sizes.png
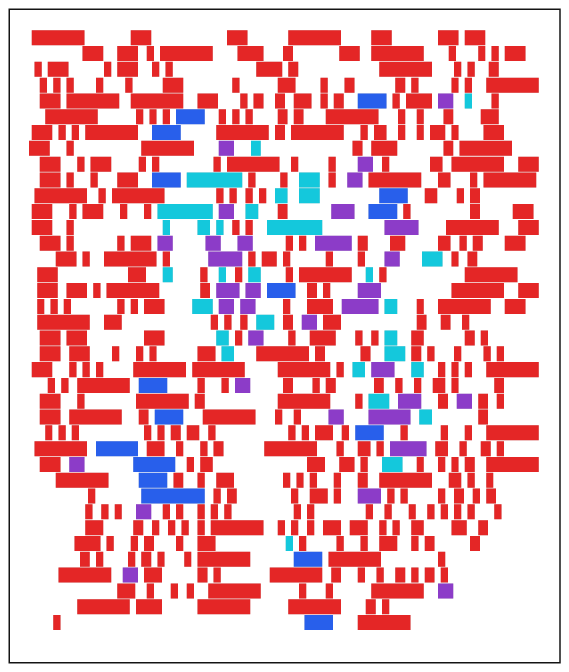
clocks.png
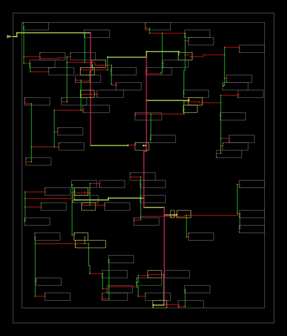
**src/rtl/codec_reg_seq.sv**
```systemverilog
// Table-driven I2C codec register sequencer: walks a register ROM and issues one write per entry.
// Optional write-then-readback verification is enabled by defining CODEC_REG_SEQ_READBACK_EN.
module codec_reg_seq #(
  parameter int NUM_REGS    = 32,
  parameter int ADDR_W      = 8,
  parameter int DATA_W      = 8,
  parameter int START_DELAY = 1000,
  parameter int MAX_RETRY   = 3,
  parameter int TIMEOUT     = 65535,
  localparam int IW = (NUM_REGS > 1) ? $clog2(NUM_REGS) : 1
) (
  input  logic                     clk,
  input  logic                     rst,
  input  logic                     cfg_start,
  output logic [IW-1:0]            tbl_idx,
  input  logic [ADDR_W+DATA_W-1:0] tbl_data,
  output logic                     i2c_exec,
  output logic                     i2c_rh_wl,
  output logic [ADDR_W-1:0]        i2c_addr,
  output logic [DATA_W-1:0]        i2c_data_w,
  input  logic                     i2c_done,
  input  logic                     i2c_ack,
  input  logic [DATA_W-1:0]        i2c_data_r,
  output logic                     cfg_busy,
  output logic                     cfg_done,
  output logic                     cfg_err,
  output logic [IW-1:0]            err_idx
);

  localparam int DLY_W = (START_DELAY > 1) ? $clog2(START_DELAY + 1) : 2;
  localparam int TO_W  = (TIMEOUT > 1) ? $clog2(TIMEOUT + 1) : 2;

  // START_DELAY spans reset release to the first exec cycle, so IDLE and LOAD eat two of it.
  localparam logic [DLY_W-1:0] DLY_END  = DLY_W'((START_DELAY > 3) ? START_DELAY - 2 : 1);
  localparam logic [TO_W-1:0]  TO_END   = TO_W'((TIMEOUT > 1) ? TIMEOUT - 1 : 1);
  localparam logic [IW-1:0]    IDX_LAST = IW'(NUM_REGS - 1);
  localparam logic [3:0]       RTY_MAX  = 4'(MAX_RETRY);

  typedef enum logic [3:0] {
    S_IDLE,
    S_DELAY,
    S_LOAD,
    S_EXEC,
    S_WAIT,
`ifdef CODEC_REG_SEQ_READBACK_EN
    S_RD_EXEC,
    S_RD_WAIT,
    S_VERIFY,
`endif
    S_NEXT,
    S_DONE,
    S_FAIL
  } state_e;

  state_e             state_q, state_d;
  logic [IW-1:0]      idx_q, idx_d;
  logic [IW-1:0]      eidx_q, eidx_d;
  logic [ADDR_W-1:0]  addr_q, addr_d;
  logic [DATA_W-1:0]  wdata_q, wdata_d;
  logic [DLY_W-1:0]   dly_q, dly_d;
  logic [TO_W-1:0]    to_q, to_d;
  logic [3:0]         rty_q, rty_d;
  logic               fail_now;

`ifdef CODEC_REG_SEQ_READBACK_EN
  logic [DATA_W-1:0]  rdata_q, rdata_d;
`else
  logic               unused_rdata;
  assign unused_rdata = ^i2c_data_r;
`endif

  always_ff @(posedge clk or posedge rst) begin
    if (rst) begin
      state_q <= S_IDLE;
      idx_q   <= '0;
      eidx_q  <= '0;
      addr_q  <= '0;
      wdata_q <= '0;
      dly_q   <= '0;
      to_q    <= '0;
      rty_q   <= '0;
`ifdef CODEC_REG_SEQ_READBACK_EN
      rdata_q <= '0;
`endif
    end else begin
      state_q <= state_d;
      idx_q   <= idx_d;
      eidx_q  <= eidx_d;
      addr_q  <= addr_d;
      wdata_q <= wdata_d;
      dly_q   <= dly_d;
      to_q    <= to_d;
      rty_q   <= rty_d;
`ifdef CODEC_REG_SEQ_READBACK_EN
      rdata_q <= rdata_d;
`endif
    end
  end

  always_comb begin
    state_d  = state_q;
    idx_d    = idx_q;
    eidx_d   = eidx_q;
    addr_d   = addr_q;
    wdata_d  = wdata_q;
    dly_d    = dly_q;
    to_d     = to_q;
    rty_d    = rty_q;
    fail_now = 1'b0;
`ifdef CODEC_REG_SEQ_READBACK_EN
    rdata_d  = rdata_q;
`endif
    unique case (state_q)
      S_IDLE: begin
        dly_d   = dly_q + DLY_W'(1);
        state_d = S_DELAY;
      end
      S_DELAY: begin
        if (dly_q == DLY_END) begin
          idx_d   = '0;
          rty_d   = '0;
          state_d = S_LOAD;
        end else begin
          dly_d = dly_q + DLY_W'(1);
        end
      end
      S_LOAD: begin
        addr_d  = tbl_data[ADDR_W+DATA_W-1 -: ADDR_W];
        wdata_d = tbl_data[DATA_W-1:0];
        state_d = S_EXEC;
      end
      S_EXEC: begin
        // The exec cycle itself counts toward the timeout window.
        to_d    = TO_W'(1);
        state_d = S_WAIT;
      end
      S_WAIT: begin
        if (i2c_done) begin
          if (i2c_ack) begin
            fail_now = 1'b1;
          end else begin
`ifdef CODEC_REG_SEQ_READBACK_EN
            state_d = S_RD_EXEC;
`else
            state_d = S_NEXT;
`endif
          end
        end else if (to_q == TO_END) begin
          fail_now = 1'b1;
        end else begin
          to_d = to_q + TO_W'(1);
        end
      end
`ifdef CODEC_REG_SEQ_READBACK_EN
      S_RD_EXEC: begin
        to_d    = TO_W'(1);
        state_d = S_RD_WAIT;
      end
      S_RD_WAIT: begin
        if (i2c_done) begin
          if (i2c_ack) begin
            fail_now = 1'b1;
          end else begin
            rdata_d = i2c_data_r;
            state_d = S_VERIFY;
          end
        end else if (to_q == TO_END) begin
          fail_now = 1'b1;
        end else begin
          to_d = to_q + TO_W'(1);
        end
      end
      S_VERIFY: begin
        if (rdata_q == wdata_q) state_d = S_NEXT;
        else                    fail_now = 1'b1;
      end
`endif
      S_NEXT: begin
        rty_d = '0;
        if (idx_q == IDX_LAST) begin
          state_d = S_DONE;
        end else begin
          idx_d   = idx_q + IW'(1);
          state_d = S_LOAD;
        end
      end
      S_DONE, S_FAIL: begin
        if (cfg_start) begin
          idx_d   = '0;
          eidx_d  = '0;
          rty_d   = '0;
          state_d = S_LOAD;
        end
      end
      default: state_d = S_IDLE;
    endcase

    // Retries resend the entry still held in addr_q/wdata_q.
    if (fail_now) begin
      if (rty_q != RTY_MAX) begin
        rty_d   = rty_q + 4'd1;
        state_d = S_EXEC;
      end else begin
        eidx_d  = idx_q;
        state_d = S_FAIL;
      end
    end
  end

  assign tbl_idx    = idx_q;
  assign i2c_addr   = addr_q;
  assign i2c_data_w = wdata_q;
  assign err_idx    = eidx_q;
  assign cfg_done   = (state_q == S_DONE);
  assign cfg_err    = (state_q == S_FAIL);
  assign cfg_busy   = (state_q != S_IDLE) && (state_q != S_DONE) && (state_q != S_FAIL);

`ifdef CODEC_REG_SEQ_READBACK_EN
  assign i2c_exec  = (state_q == S_EXEC) || (state_q == S_RD_EXEC);
  assign i2c_rh_wl = (state_q == S_RD_EXEC);
`else
  assign i2c_exec  = (state_q == S_EXEC);
  assign i2c_rh_wl = 1'b0;
`endif

endmodule

```
**config.mk**
```make
export PLATFORM = sky130hd
export DESIGN_NAME = codec_reg_seq
export DESIGN_NICKNAME = d
export VERILOG_FILES = /design/src/rtl/codec_reg_seq.sv
export SDC_FILE = /design/constraint.sdc
export NUM_CORES = 1
export LEC_CHECK = 0
export ABC_AREA = 1
export CAP_MARGIN = 0
export CELL_PAD_IN_SITES_DETAIL_PLACEMENT = 1
export CELL_PAD_IN_SITES_GLOBAL_PLACEMENT = 1
export CORE_ASPECT_RATIO = 1.2
export CORE_MARGIN = 3
export CORE_UTILIZATION = 35
export CTS_CLUSTER_SIZE = 25
export DETAILED_ROUTE_END_ITERATION = 8
export PLACE_DENSITY_LB_ADDON = 0.05
export SKIP_LAST_GASP = 1
export SLEW_MARGIN = 20
export SYNTH_ARGS = -nofsm -noshare
export SYNTH_HDL_FRONTEND = slang
export SYNTH_SLANG_ARGS = --single-unit
```
**constraint.sdc**
```tcl
create_clock -name clk -period 1.98 [get_ports clk]
set_clock_uncertainty 0.15 [all_clocks]
set_input_delay 0.396 -clock clk [delete_from_list [all_inputs] [get_ports clk]]
set_output_delay 0.396 -clock clk [all_outputs]
set_load 0.005 [all_outputs]
```
==> metrics.cfg <==
[global_route]
antenna_found_initial = 0
grt_pass1_wl_mm = 14.72
grt_use_total_pct = 17.49

[setup_path]
cpPeakStageDelay_ns = 0.44
critPathLaunch = state_q[0]$_DFFE_PP0P_
crit_chain = buf_4 -> nor3_2 -> dlygate4sd2_1
crit_fanout = 4
arrival_ns = 1.35
cp_slowest_cell = dfrtp_2
end_kind = output port
critPathKind = register to output port
critPathTopFamily = flip-flops
cp-start-kind = register
r2r_cells = 6
worst_r2r_endpoint = to_q[12]$_DFFE_PP0P_

[status]
status = finished, final reports clean

[synth]
edf_count = 0
top_area_share_pct = 44.87
yosys_area_sq_um = 3291
synth_cell_type_count = 36
ys_cells = 419
fp_nets = 455
yosysSeqAreaShare_pct = 44.87

[power]
cellPowerDensity_nw_per_um2 = 1149
ir_drop_v = 0.0005801

[place]
place_inst = 597
placed_area_sq_um = 4036
gp_congestion = 0.7829
dp_slack_ns = 0.09123

[layout]
finalNonFillerCells = 620
diodes = 0

[detailed_routing]
routed_wl_mm = 8.681
viasPerCell = 4.856
final_antenna_net_count = 0
drt-wirelength-per-cell_um = 14.00

[timing]
timing.final.crit_period_ns = 1.900
period_used_pct = 95.95
drv_slew = 0

[cts]
cts.htree.levels = 3
cts_hold_buf = 0

[flow_run]
tool_warnings = 37

About sizes.png:
legend:
  _3 and _4 cells:
    color: purple
    cells: 33
  _0 and _1 cells:
    color: red
    cells: 421
  _6 and larger:
    color: blue
    cells: 16
  _2 cells:
    color: cyan
    cells: 30
post-route worst setup slack: 0.08012 ns
Non-clock buffers: 72

About clocks.png:
clock buffer count: 14
clock network power: 1.19 mW
total CTS buffers: 9
CTS Sinks: 59

where the power goes:
group          total [mW]  internal (mW)  leakage (nW)  switching [mW]
combinational        2.07          0.910          1.17            1.16
clock                1.19          0.713         0.109           0.479
sequential           1.72           1.51         0.776           0.211
total                4.98           3.13          2.05            1.85
cell families (layout without fill, tap and decap cells):
logic type / Yosys count / in the layout / synth area share (%)
flops: 59 / 59 / 44.87
xor+xnor: 17 / 17 / 4.525
fa+ha+maj: 7 / 7 / 2.661
simple gates: 255 / 258 / 35.78
compound gates: 33 / 33 / 5.817
buf+inv: 47 / 125 / 6.236
other cells: 1 / 1 / 0.1140
metal layers:
layer  track usage, %  share of wire [%]  wire, um
met1            20.84                 44      3783
met3            5.764                5.1       444
met2            28.98                 50      4321
met5                0                  0         0
met4            6.833                1.5       131
final cells by class:
| class | instances | area (sq um) |
|---|---|---|
| Fill cell | 1111 | 4743 |
| Tap cell | 120 | 150.1 |
| Timing Repair Buffer | 72 | 685.7 |
| Inverter | 38 | 147.6 |
| Multi-Input combinational cell | 316 | 1662 |
| Clock inverter | 1 | 30.03 |
| Sequential cell | 59 | 1480 |
| Clock buffer | 14 | 182.7 |
flip-flops by register name, indices dropped and copies added (netlist names):
name	cells
dly_q	10
err_idx	5
i2c_addr	8
i2c_data_w	8
rty_q	4
state_q	3
tbl_idx	5
to_q	16
cells in the final DEF (no fill, tap or decap), types with 5 or more instances in the layout:
| master | netlist | layout |
|---|---|---|
| buf_4 | 2 | 20 |
| clkbuf_8 | 0 | 13 |
| clkdlybuf4s50_1 | 0 | 46 |
| dfrtp_1 | 59 | 56 |
| ha_1 | 7 | 7 |
| inv_1 | 32 | 30 |
| inv_2 | 5 | 6 |
| nand2_1 | 153 | 150 |
| nand2_2 | 5 | 8 |
| nand3_1 | 29 | 29 |
| nand3_2 | 3 | 5 |
| nand4_1 | 12 | 12 |
| nor2_1 | 34 | 33 |
| o21ai_1 | 21 | 21 |
| xor2_1 | 14 | 14 |
per-stage QoR:
| step | setup TNS, ns | hold slack [ns] | util, % |
|---|---|---|---|
| after floorplan | 0 | 0.3154 | - |
| after global placement | 0 | 0.3024 | 44.45 |
| after detailed placement | 0 | 0.3094 | 44.45 |
| after CTS | -0.2111 | 0.2214 | 47.18 |
| after global routing | 0 | 0.2449 | 47.77 |
| final | 0 | 0.2306 | 47.77 |
how the worst max path moves through the flow:
stage | to | slack [ns]
6_report | cfg_done | 0.08
5_1_grt | err_idx[4]$_DFF_PP0_ | 0.003
4_1_cts | i2c_exec | -0.15
3_5_place_dp | i2c_exec | 0.09
3_3_place_gp | i2c_exec | 0.12
2_1_floorplan | dly_q[6]$_DFFE_PP0P_ | 0.34
repair_timing:
item	in CTS	in global routing
setup buffers	4	1
endpoints found under the setup margin	4	18
gates resized	7	10
gates cloned	0	3
pin swaps	0	2
worst reg2reg max path, cell delays in order, from the launching register on:
cell and delay [ns]:
dfrtp_2 0.43, buf_4 0.15, buf_4 0.14, o21ai_2 0.40, nand3_2 0.28, nand2_1 0.13, o21ai_1 0.08
Power figures rest on the tool's default switching activity, not on a simulated workload.
